--- src/rtl/mux_sel_rr_arbiter.sv ---
// Round-robin arbiter driving the select of a shared 8:1 mux.
// Grants are held until the owner drops req or the hold budget runs out.
module mux_sel_rr_arbiter #(
  parameter int MAX_HOLD = 16,
  parameter int CNT_W    = 8
) (
  input  logic       clk,
  input  logic       rst_n,
  input  logic       en,
  input  logic [7:0] req,
  output logic [7:0] grant,
  output logic [2:0] sel,
  output logic       busy
);

  typedef enum logic {
    IDLE  = 1'b0,
    GRANT = 1'b1
  } state_t;

  localparam int HL =
    (MAX_HOLD == 0) ? 0 : MAX_HOLD - 1;
  localparam logic [CNT_W-1:0] HOLD_LAST =
    CNT_W'(HL);

  state_t           state;
  state_t           state_nx;
  logic [2:0]       last;
  logic [2:0]       last_nx;
  logic [CNT_W-1:0] hold_cnt;
  logic [CNT_W-1:0] cnt_nx;
  logic [2:0]       sel_nx;
  logic [7:0]       grant_nx;
  logic             busy_nx;

  logic [2:0] start;
  logic [7:0] rot;
  logic [2:0] off;
  logic       found;
  logic [2:0] win;
  logic       timeout;
  logic       rel;
  logic       take;

  // The owner's own slot sits at the end of the rotation,
  // so on timeout it is only re-granted when nobody else asks.
  always_comb begin
    start = (state == GRANT) ? sel + 3'd1
                             : last + 3'd1;
    for (int i = 0; i < 8; i++) begin
      rot[i] = req[start + 3'(i)];
    end
  end

  always_comb begin
    off   = 3'd0;
    found = 1'b0;
    for (int i = 7; i >= 0; i--) begin
      if (rot[i]) begin
        off   = 3'(i);
        found = 1'b1;
      end
    end
    win = start + off;
  end

  always_comb begin
    timeout = (MAX_HOLD != 0) &&
              (hold_cnt == HOLD_LAST);
    rel     = !req[sel] || timeout;
    take    = en && found;
  end

  always_ff @(posedge clk or negedge rst_n) begin
    if (!rst_n) begin
      state    <= IDLE;
      last     <= 3'd7;
      hold_cnt <= '0;
      sel      <= 3'd0;
      grant    <= 8'd0;
      busy     <= 1'b0;
    end else begin
      state    <= state_nx;
      last     <= last_nx;
      hold_cnt <= cnt_nx;
      sel      <= sel_nx;
      grant    <= grant_nx;
      busy     <= busy_nx;
    end
  end

  always_comb begin
    state_nx = state;
    unique case (state)
      IDLE: begin
        if (take) state_nx = GRANT;
      end
      GRANT: begin
        if (rel && !take) state_nx = IDLE;
      end
      default: state_nx = IDLE;
    endcase
  end

  always_comb begin
    sel_nx  = sel;
    last_nx = last;
    cnt_nx  = hold_cnt;
    unique case (state)
      IDLE: begin
        if (take) begin
          sel_nx = win;
          cnt_nx = '0;
        end
      end
      GRANT: begin
        if (!rel) begin
          if (hold_cnt != '1) begin
            cnt_nx = hold_cnt + 1'b1;
          end
        end else begin
          last_nx = sel;
          cnt_nx  = '0;
          if (take) sel_nx = win;
        end
      end
      default: begin
        cnt_nx = '0;
      end
    endcase
  end

  always_comb begin
    busy_nx  = (state_nx == GRANT);
    grant_nx = busy_nx ? (8'd1 << sel_nx)
                       : 8'd0;
  end

endmodule

--- config.mk ---
export PLATFORM = sky130hd
export DESIGN_NAME = mux_sel_rr_arbiter
export DESIGN_NICKNAME = d
export VERILOG_FILES = /design/src/rtl/mux_sel_rr_arbiter.sv
export SDC_FILE = /design/constraint.sdc
export NUM_CORES = 1
export LEC_CHECK = 0
export ABC_AREA = 1
export CAP_MARGIN = 30
export CORE_UTILIZATION = 63
export CTS_BUF_LIST = sky130_fd_sc_hd__clkbuf_4 sky130_fd_sc_hd__clkbuf_8
export DETAILED_ROUTE_END_ITERATION = 7
export PLACE_DENSITY = 0.88
export SLEW_MARGIN = 15
export SYNTH_ARGS = -nofsm -noshare
export SYNTH_HDL_FRONTEND = slang
export SYNTH_SLANG_ARGS = --single-unit
--- constraint.sdc ---
create_clock -name clk -period 6.67 [get_ports clk]
set_input_delay 1.334 -clock clk [delete_from_list [all_inputs] [get_ports clk]]
set_output_delay 1.334 -clock clk [all_outputs]
set_load 0.02 [all_outputs]
==> run_1/layers.png <==
The bar under the picture is 20 µm long. Only two layers are drawn.
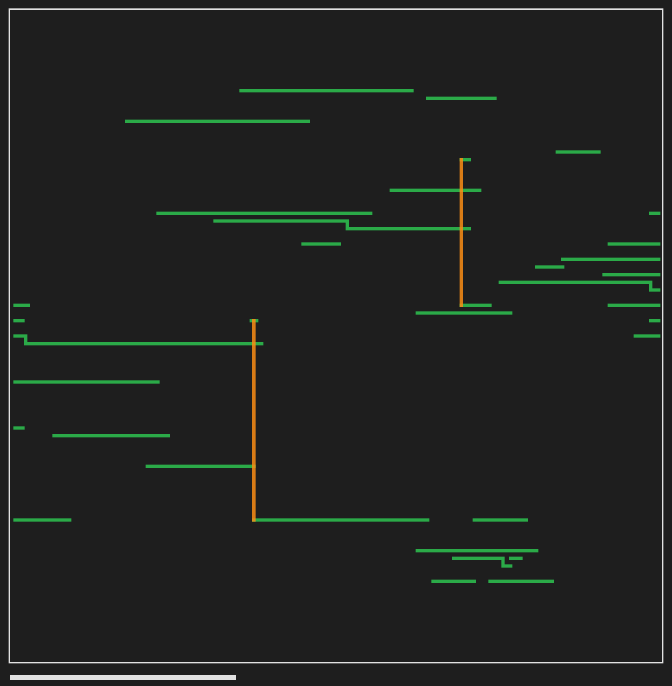
orange -> M4  # wire length 30.6 µm
green -> M3  # wire length 257 µm

==> run_1/closeup.png <==
The bar under the picture is 5 µm long. Window x 33 to 53, y 33 to 53 µm. Cells in gray, sequential cells in the stronger gray; small squares are vias.
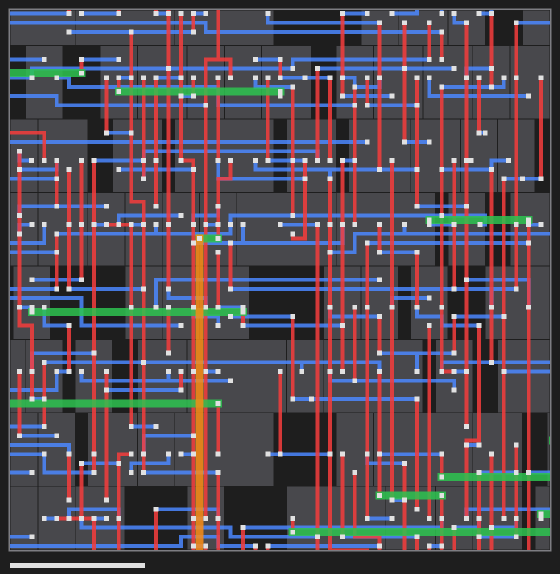
blue -> M1
green -> M3
orange -> M4
red -> M2
most frequent = nand2_1 (24), nand3_1 (16), nand3_2 (7)
sequential cells in the window = 0
cells with their middle in the window = 58

==> COMMIT_EDITMSG, run 1 <==
Log flow metrics for this revision

- Global routing used 39.7% of the available met1 tracks.
* Final HPWL DP: 3430 µm
* Register clock-pin slew on the reported worst setup and hold paths: 0.13 ns
- Pin slew with the least headroom to its limit: 0.587 ns
- After layout, the setup clock skew is reported as 0.00304 ns.
* Top Family by Delay on Critical Path: adder cells
- After detailed routing, the number of vias per cell comes to 5.70.
* Final std cell area, no fill: 0.00222 mm²
- Final sequential cell count: 23
* TritonCTS clock tree: done
* Clock Network Area Fraction: 1.35%
* Core ar.: 0.00285 mm²
- Number of violations reported at the end of detailed-routing iteration 0: 84
- DP Cell Count: 328
- Total number of nets in the final design: 318
- Global route summary, busiest routing layer listed as met2.
- Count of hold buffers inserted by post-cts repair: 0
- For met2 alone, demand over resource in global routing was 46.3%.
- All stages included, the depth of the critical timing path comes to 21.
- Crit path required time: 6.93 ns
* Number of rows in the core area: 19
- For the worst reg-to-reg path, the endpoint reported by OpenROAD is grant[6]$_DFF_PN0_.
* Number of ordinary and repair buffers in the finished layout: 23
* CTS max path bufs: 2
* Total met3 wirelength after detailed routing: 256 µm
- Grouping non-sequential cells by family puts the most area in simple AND/OR/NAND/NOR gates.
- Adder Area Share: 3.57%
- Vias in the first global route: 1720
* Final clock period utilization by the worst path: 59.8%
- Critical-path cell list: inv_8, nand2_1, nand2_1, ha_1, inv_2, nand3_2, nand2_1, nand2_1, nand3_1, nand2_1, a21oi_1, o21ai_0, a31oi_1, ha_1, fa_1, xor2_1, nand3b_1, nand2_1, o21ai_4, inv_4, nor2_1
- Yosys chip area: 0.00196 mm²
- Minimum setup slack in the final design: 2.68 ns
- Boundary pin count: 23
- Uppermost layer routed: met4
- Worst-path fanout max: 11
- Per STA, the library cell used most along the worst path is sky130_fd_sc_hd__nand2_1.
- For this configuration, the core starts out at a cell density of 68.8%.
* Combined area of all synthesized cells: 0.00196 mm²
- Across all hold checks on the routed design, the worst slack comes to 0.517 ns.
- Count of non-filler cells in the finished layout: 332
* Largest cells by area after synthesis: sky130_fd_sc_hd__dfrtp_1 (26%), sky130_fd_sc_hd__nand2_1 (16%), sky130_fd_sc_hd__nand3_1 (8.4%)
- Area enclosed by the die boundary: 0.00334 mm²
- Looking at the clock tree report, the H-tree level count equals 1.
* Area used by sequential logic in the layout: 579 µm²
* Die X-Extent: 57.8 µm
- Sink of the worst hold path: last[1]$_DFFE_PN1P_
- Library cell with the highest instance count after synthesis: sky130_fd_sc_hd__nand2_1
- The final layout reports a setup TNS of 0 ns.
* Well-Tap Cells: 31
- DIE HEIGHT: 57.8 µm
- Setup crit start kind: flop
- Entering global routing, the biggest net connects 17 pins.
* Most area-hungry cell class in the final design: multi-input combinational cells
* Area used by multi-input combinational logic: 0.00121 mm²
- In the final layout, the share of cells above drive strength 1 is 19.6%.
* Clock buffer count from CTS: 3
- Cell area after placement: 0.00219 mm²
- Longest individual stage delay on the worst path: 0.74 ns
- Per the GRT congestion report, total overflow comes to 0.
- The later pin in the worst-skew pair is clocked with a latency of 0.32 ns.
- Number of buffer and inverter stages on the critical path: 3
- Origin of the worst setup path: state$_DFF_PN0_
- Of the total standard cell area in the layout, the sequential portion is 26.1%.
- Ys flop type: sky130_fd_sc_hd__dfrtp_1
- The layout has 3 clock buffers.
- In the final layout, the registers with the most flip-flops are grant (8), hold_cnt (8).
- Hold Path Depth: 2
- Kind of critical path: flop to flop
- Compound-cell area share of the yosys netlist: 7.08%
- Met3 Track Usage GR: 7.81%
- Kind of capture point of the worst setup path: flop
* Wire length of the first global-routing pass: 7510 µm
- Hold-check failures listed in the final report amount to 0.
- The post-synth register bit count is 23.
* Sequential element share of the synthesized area: 29.5%
* Count of unresolved DRC violations after routing: 1
- Worst slew margin relative to its limit: 60.8%
* Wire length on met1: 1960 µm
* Multi-input gate share of total cell area: 54.7%
* Cell count listed in synth_stat.txt: 278
- Initial antenna violation count: 0
- Path category of the worst min-delay check: flop to flop
- Data on the critical path arrives at its endpoint at 4.25 ns.
- The finished layout reports a core utilization of 77.8%.
- Mux cell area share after synthesis: 0%
- Weighted congestion reported at the end of routability-driven placement: 0.856
* Flip-flops with a built-in enable: 0
* Clk root buf: sky130_fd_sc_hd__clkbuf_4
- Count of antenna diodes in the layout: 0
* Unrepaired setup endpoints after global routing: no
* Violations in the final reports: DRC
* Number of max-slew violations in the final report: 0
- Simple share: 50.3%
* Post-Synthesis Cells: 278
* Achievable Freq: 0.251 GHz
- XOR Share, Synth: 0.893%
- Biggest area consumer among synthesized cells: sky130_fd_sc_hd__dfrtp_1
- The synthesized design devotes to its leading area cell type 25.5% of total area.
* Unique cell types: 35
- Last element of the critical path: grant[6]$_DFF_PN0_
- Wire segments on met2 add up to 2050 µm in the final route.
- The count of nets left with antenna violations once routing finished came out at 0.
- Total number of multi-input combinational cells: 221
- Mean cell area of the mapped netlist: 7.06 µm²
- Number of max-cap violations: 0
- The startpoint identified for the worst hold timing path is last[1]$_DFFE_PN1P_.
- For this run, the number of Yosys warnings is 0.
* Number of warnings in the stage logs: 27
- The run finished, with violations left.
- Depth of the most critical reg-to-reg path: 21
- The number of clock sinks came to 23.
==> run_1/route_heat.png <==
12 x 12 tiles, from white (low) to dark blue (high), scaled to the fullest tile. Values are wire area over tile area, all layers added.
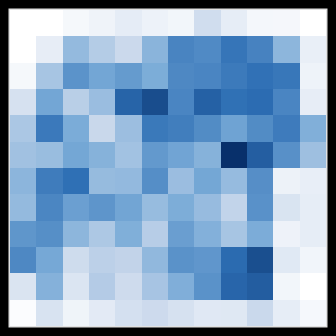
nearly empty tiles = 4.2%
fullest tile = 0.51
emptiest ninth of the die = top left
mean over tiles = 0.21
tiles over half the peak = 38%
aggregate global-route resource usage: 28.9%
routed vias: 1892
wire length per cell after detailed routing: 12.9 µm
Total Wirelength: 4290 µm

--- run 2 (diff from run 1) ---
--- a/config.mk
+++ b/config.mk
@@ -7,10 +7,10 @@
 export LEC_CHECK = 0
 export ABC_AREA = 1
 export CAP_MARGIN = 30
-export CORE_UTILIZATION = 63
+export CORE_UTILIZATION = 53
 export CTS_BUF_LIST = sky130_fd_sc_hd__clkbuf_4 sky130_fd_sc_hd__clkbuf_8
 export DETAILED_ROUTE_END_ITERATION = 7
-export PLACE_DENSITY = 0.88
+export PLACE_DENSITY = 0.79
 export SLEW_MARGIN = 15
 export SYNTH_ARGS = -nofsm -noshare
 export SYNTH_HDL_FRONTEND = slang
==> constraint.sdc (replaced) <==
create_clock -name clk -period 3.3 [get_ports clk]
set_input_delay 0.66 -clock clk [delete_from_list [all_inputs] [get_ports clk]]
set_output_delay 0.66 -clock clk [all_outputs]
set_load 0.02 [all_outputs]
==> run_2/layers.png <==
The bar under the picture is 20 µm long. Only two layers are drawn.
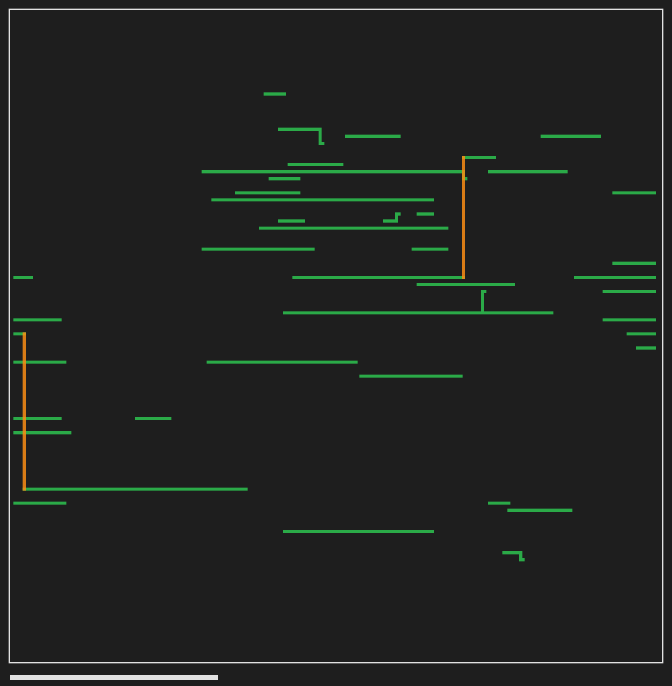
green -> M3  # wire length 309 µm
orange -> M4  # wire length 26.5 µm

==> run 2 against run 1 <==
Effect of this change:
- the run now ends clean
- critical path depth unchanged
- core utilization shrank 1.6 points
- routed wire length rose by 19%
- maximum frequency rose by 25%
- die size increased by 18%
- via count is 6.3% higher
- clock skew up 0.00098 ns
- critical endpoint unchanged
==> COMMIT_EDITMSG, run 2 <==
Log flow metrics for this revision

* Result of the run: finished, final reports clean
* Met3 Track Usage GR: 3.65% (-4.2 points)
* Final sequential cell count: 23 (unchanged)
- Depth of the most critical reg-to-reg path: 21 (unchanged)
- The number of cells in the design after placement is 363 (+11%).
- The transition time of the tightest slew-check pin was 0.399 ns (-0.188 ns).
* Total number of multi-input combinational cells: 221 (unchanged)
- Flip-flops with a built-in enable: 0 (unchanged)
* Sink of the worst hold path: last[2]$_DFFE_PN1P_
* Summed negative setup slack over all endpoints: 0 ns (unchanged)
* Area used by sequential logic in the layout: 582 µm² (+0.43%)
- The XOR/XNOR share of the synthesized area came to 0.893% (unchanged).
* Most crowded layer after global routing: met2
- Yosys chip area: 0.00196 mm² (unchanged)
- Count of state elements after synthesis: 23 (unchanged)
* Setup crit start kind: flop
- The maximum root-to-sink buffer count is 2 (unchanged).
* Crit path required time: 3.50 ns (-3.43 ns)
- The total global routing overflow came to 0 (unchanged).
- Number of warnings in the stage logs: 27 (unchanged)
* Worst-path fanout max: 7 (-4)
- The largest clock skew in the final design was 0.00402 ns (+0.000980 ns).
- Routing usage on met2: 39.7% (-6.6 points)
- Yosys top cell area share: 25.5% (unchanged)
- Looking at hold timing, the worst path starts from last[2]$_DFFE_PN1P_.
- Count of hold buffers inserted by post-cts repair: 0 (unchanged)
* Cell count listed in synth_stat.txt: 278 (unchanged)
* Last element of the critical path: grant[6]$_DFF_PN0_
- The share of synthesized cell area in and-or and or-and compound cells was 7.08% (unchanged).
* Worst slew margin relative to its limit: 73.1% (+12 points)
- H-tree level count: 1 (unchanged)
- Count of endpoints failing hold in the final timing report: 0 (unchanged)
- Number of max-slew violations in the final report: 0 (unchanged)
- The cell depth of the worst hold path was 2 (unchanged).
- The path class of the tightest hold or removal check is flop to flop.
* Biggest area consumer among synthesized cells: sky130_fd_sc_hd__dfrtp_1
* TritonCTS clock tree: done
* Kind of capture point of the worst setup path: flop
- Library cell appearing most often on the critical path: sky130_fd_sc_hd__nand2_2
* Library cell with the highest instance count after synthesis: sky130_fd_sc_hd__nand2_1
- TritonCTS Sinks: 23 (unchanged)
- The number of non-filler instances in the completed layout is 373 (+12%).
* Critical-path cell list: inv_2, nand2_4, nand2_2, ha_4, inv_6, nand2_2, nand2_2, nand2_2, nand3_2, nand2_2, a21oi_2, o21ai_2, a31oi_1, ha_2, fa_2, xor2_2, nand3b_1, nand2_2, o21ai_4, inv_4, nor2_1
- Layout clock buffer count: 3 (unchanged)
* Adder Area Share: 3.57% (unchanged)
- Simple share: 50.3% (unchanged)
- The final estimated routing congestion in global placement came to 0.941 (+10%).
* Kind of critical path: flop to flop
* Longest individual stage delay on the worst path: 0.55 ns (-0.19 ns)
- Wire length on met1: 2380 µm (+22%)
- The vertical extent of the die was 62.8 µm (+8.7%).
* Cell area after placement: 0.00235 mm² (+7.5%)
* Top Family by Delay on Critical Path: adder cells
- The insertion delay of the later-clocked pin in the worst-skew pair came to 0.27 ns (-0.05 ns).
- The final cell utilization of the core came to 76.1% (-1.6 points).
- Stages on the worst setup path: 21 (unchanged)
- The CTS buffer count came to 3 (unchanged).
- Per the detail_route log, the uppermost layer with routed signals is met4.
- GR met1 Demand/Resource: 35.8% (-4.0 points)
- Origin of the worst setup path: last[0]$_DFFE_PN1P_
- Clock tree synthesis selected as its root buffer the cell sky130_fd_sc_hd__clkbuf_8.
* Mean cell area of the mapped netlist: 7.06 µm² (unchanged)
- The worst hold slack was 0.518 ns (+0.000959 ns).
* Sequential element share of the synthesized area: 29.5% (unchanged)
- The synthesized cell area was 0.00196 mm² (unchanged).
* Initial antenna violation count: 0 (unchanged)
- Total number of nets in the final design: 344 (+8.2%)
- Unique cell types: 35 (unchanged)
- The buffer and inverter count on the worst path is 3 (unchanged).
- Area used by multi-input combinational logic: 0.00136 mm² (+12%)
- Worst flop-to-flop path endpoint: grant[6]$_DFF_PN0_
* Count of antenna diodes in the layout: 0 (unchanged)
- Final std cell area, no fill: 0.00262 mm² (+18%)
* Die X-Extent: 62.8 µm (+8.7%)
- Number of violations reported at the end of detailed-routing iteration 0: 200 (+140%)
- Boundary pin count: 23 (unchanged)
- The remaining antenna violation count is 0 (unchanged).
- The number of tapcells came to 46 (+48%).
- The reported max-cap violation count came to 0 (unchanged).
* Number of rows in the core area: 21 (+2)
- Dominant kind of combinational cell: simple AND/OR/NAND/NOR gates
- Fraction of area in registers: 22.2% (-3.9 points)
- The clock edge transition at the registers on the reported setup and hold paths came to 0.09 ns (-0.04 ns).
- The main area contributors are sky130_fd_sc_hd__dfrtp_1 (26%), sky130_fd_sc_hd__nand2_1 (16%), sky130_fd_sc_hd__nand3_1 (8.4%).
- The achievable clock frequency was 0.314 GHz (+25%).
- Largest registers: grant (8), hold_cnt (8)
- Post-Synthesis Cells: 278 (unchanged)
* Number of synthesis warnings: 0 (unchanged)
- Count of unresolved DRC violations after routing: 0 (-1)
* Ys flop type: sky130_fd_sc_hd__dfrtp_1
- The area fraction in mux cells is 0% (unchanged).
* Proportion of layout cells with a drive suffix above 1: 36.7% (+17 points)
- The final critical-path share of the clock period came to 96.6% (+37 points).
* Clock Network Area Fraction: 1.86% (+0.51 points)
* Maximum number of pins on one net before global-route repair: 23 (+6)
==> run_2/route_heat.png <==
13 x 13 tiles, from white (low) to dark blue (high), scaled to the fullest tile. Values are wire area over tile area, all layers added.
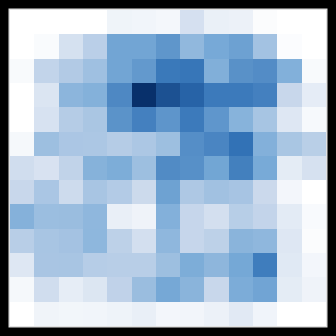
nearly empty tiles = 10%
emptiest ninth of the die = top left
mean over tiles = 0.21
Total Wirelength: 5100 µm
routed vias: 2011
wire length per cell after detailed routing: 13.7 µm
aggregate global-route resource usage: 25.0%

